PDN straps and rails:
Scale bar: 50 µm. Pins as bars on the die edge. Tap cells in gray.
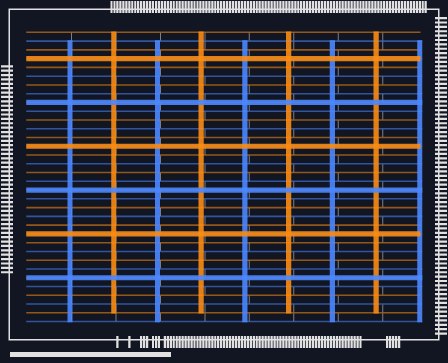
Cells colored by class:
Scale bar: 50 µm.
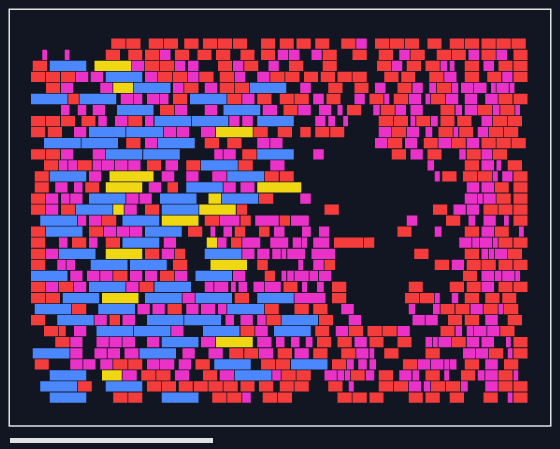
Clock wires, drivers and flops:
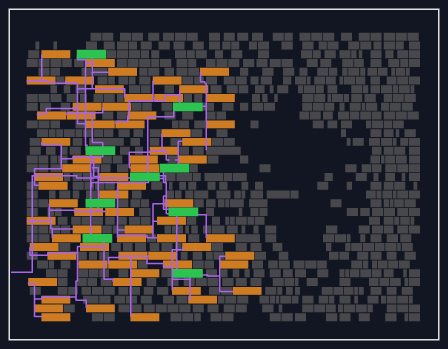
Design mem_arbiter_flat, sky130hd; sources not shown.
==> flow_metrics.py <==
# Generated from Yosys and OpenROAD reports
metrics = {
    "run_status": {
        "status": "finished, final reports clean",
    },
    "timing": {
        "maxSlewHeadroom": 0.487,
        "fmax_mhz": 166,
        "grt_setup_unrepaired": "no",
        "layout_worst_path_cycle_share": 0.837,
    },
    "logic_synthesis": {
        "syn_nets": 598,
        "synth_async_sr_flop_share": 1.00,
        "edf_count": 0,
        "ys_area_mm2": 0.00441,
        "syn_area_mm2": 0.00441,
        "synth.distinct_cells": 34,
        "synth.avg_cell_area_um2": 9.64,
        "numSynthFlops": 68,
        "ys.flop_type": "dfrtp_1",
    },
    "power": {
        "netSwitchingPower_w": 0.000500,
        "power-per-cell-area_mw_per_mm2": 194,
        "p_sw_frac": 0.329,
        "power.internal_w": 0.00102,
        "p_seq_frac": 0.309,
    },
    "global_routing": {
        "grt_max_degree": 68,
        "grtUsageTotal": 0.291,
        "first_global_vias": 5328,
        "grt_pass1_wl_um": 31700,
    },
    "placed_design": {
        "portBuffers": 307,
        "dpl.hpwl_um": 14500,
        "placed_area_mm2": 0.00746,
        "dp.cells": 847,
    },
    "cts": {
        "cts_tree": "built",
        "postCtsSetupBuffers": 0,
        "holdBufCountCts": 0,
        "cts.sinks": 68,
        "clockRootBuffer": "clkbuf_16",
    },
    "cells_and_area": {
        "syn2layout_area_growth_pct": 76.7,
        "fillers": 789,
        "layoutNonFillerInstCount": 864,
        "fin_nets": 858,
        "largest_reg_flops": 64,
    },
    "drt": {
        "wire_per_inst_um": 24.1,
        "via_per_inst": 6.30,
        "vias": 5442,
    },
    "critical_path": {
        "cp_top_family": "buffers and inverters",
        "required_ns": 5.76,
        "r2r_setup_slack_ns": 4.31,
        "path_depth": 10,
        "critPathMaxStageDelay_ns": 0.68,
        "arrival_ns": 4.59,
    },
    "floorplan": {
        "dieArea_mm2": 0.0136,
    },
}
Notes on 'PDN straps and rails' above:
net	color
VDD	orange
VSS	blue
met1 rails	34
met4 straps	9
tap cells	140
die x size: 133 µm
Peak supply drop: 0.173 mV
die height: 102 µm
core area: 0.0110 mm²

Notes on 'cells colored by class' above:
class	color	cells
all other logic	magenta	317
flops	blue	68
clock drivers and dummy loads	yellow	16
other buffers and delay cells	red	322
row cnt: 33
sequential share of cell area: 0.218
Final Cell Area: 0.00780 mm²
Final Util: 0.710

Notes on 'clock wires, drivers and flops' above:
[cells driving clock nets] green | count: 9
[flip-flops] orange | count: 68
[clock wires] purple | length: 837 µm
routed clock nets	10
Clk pwr share: 0.321
Clk. pwr: 0.000487 W
skew final: 0.0109 ns
clock latency at the later pin of the worst-skew pair: 0.33 ns

[layout make-up]
| class | instances | share of cell area |
|---|---|---|
| diodes | 1 | 0.000321 |
| clock buffers | 11 | 0.0324 |
| clock inverters | 5 | 0.0107 |
| inverters | 33 | 0.0159 |
| multi-input cells | 284 | 0.291 |
| flip-flops and latches | 68 | 0.218 |
| well taps | 140 | 0.0225 |
| repair buffers | 322 | 0.409 |
[per-stage QoR]
stage	util	power, W	hold WS, ns	setup slack, ns
floorplan	-	0.000738	0.597	2.03
global placement	0.677	0.00101	0.470	1.23
detailed placement	0.679	0.00103	0.473	1.21
CTS	0.710	0.00152	0.490	1.17
global route	0.710	0.00157	0.504	1.03
finish	0.710	0.00152	0.487	1.17
[layout by cell type, fill, tap and decap left out, drive strengths merged, types with 3 or more instances in the layout]
cell type      instances
clkdlybuf4s50        305
dfrtp                 68
o2111ai               63
o2bb2ai               48
nor3b                 35
inv                   33
nor3                  31
o32ai                 30
a32o                  17
buf                   17
nand4                 16
clkbuf                11
nor2b                 10
nand2                  6
nand2b                 5
ha                     3
and2                   3
or3                    3
[metal layers]
metal / part of all wire / track usage
met1: 0.38 / 0.373
met2: 0.48 / 0.476
met3: 0.10 / 0.0753
met4: 0.035 / 0.114
met5: 0 / 0
[kinds of logic (layout without fill, tap and decap cells)]
family / Yosys count / after routing / share of synthesized area
AOI/OAI and AO/OA: 166 / 166 / 0.334
and+or+nand+nor: 114 / 114 / 0.162
other: 0 / 1 / 0
muxes: 1 / 1 / 0.00255
DFF: 68 / 68 / 0.385
adders and majority gates: 3 / 3 / 0.00850
buffers and inverters: 106 / 371 / 0.107
[Yosys cell counts, types with 2 or more instances]
cell type	instances
o311a_1	2
o2111ai_1	63
nand2b_1	5
ha_1	3
and2_1	3
buf_6	4
nand4_1	16
a32o_1	17
nor3b_1	35
o32ai_1	30
nand2_1	6
or3_1	3
o21ai_0	2
o2bb2ai_1	48
buf_1	5
inv_1	33
clkbuf_1	36
dfrtp_1	68
nor2_1	2
nor2b_1	9
nor3_1	30
buf_4	3
buf_2	24
[power by group through the flow]
stage / Clock (W) / Combinational (W) / Sequential [W]
after floorplan: 0 / 0.000203 / 0.000536
after global placement: 0 / 0.000541 / 0.000471
after detailed placement: 0 / 0.000556 / 0.000472
after CTS: 0.000494 / 0.000559 / 0.000468
after global routing: 0.000506 / 0.000589 / 0.000475
final: 0.000487 / 0.000561 / 0.000469
Power and IR drop assume default switching activity.
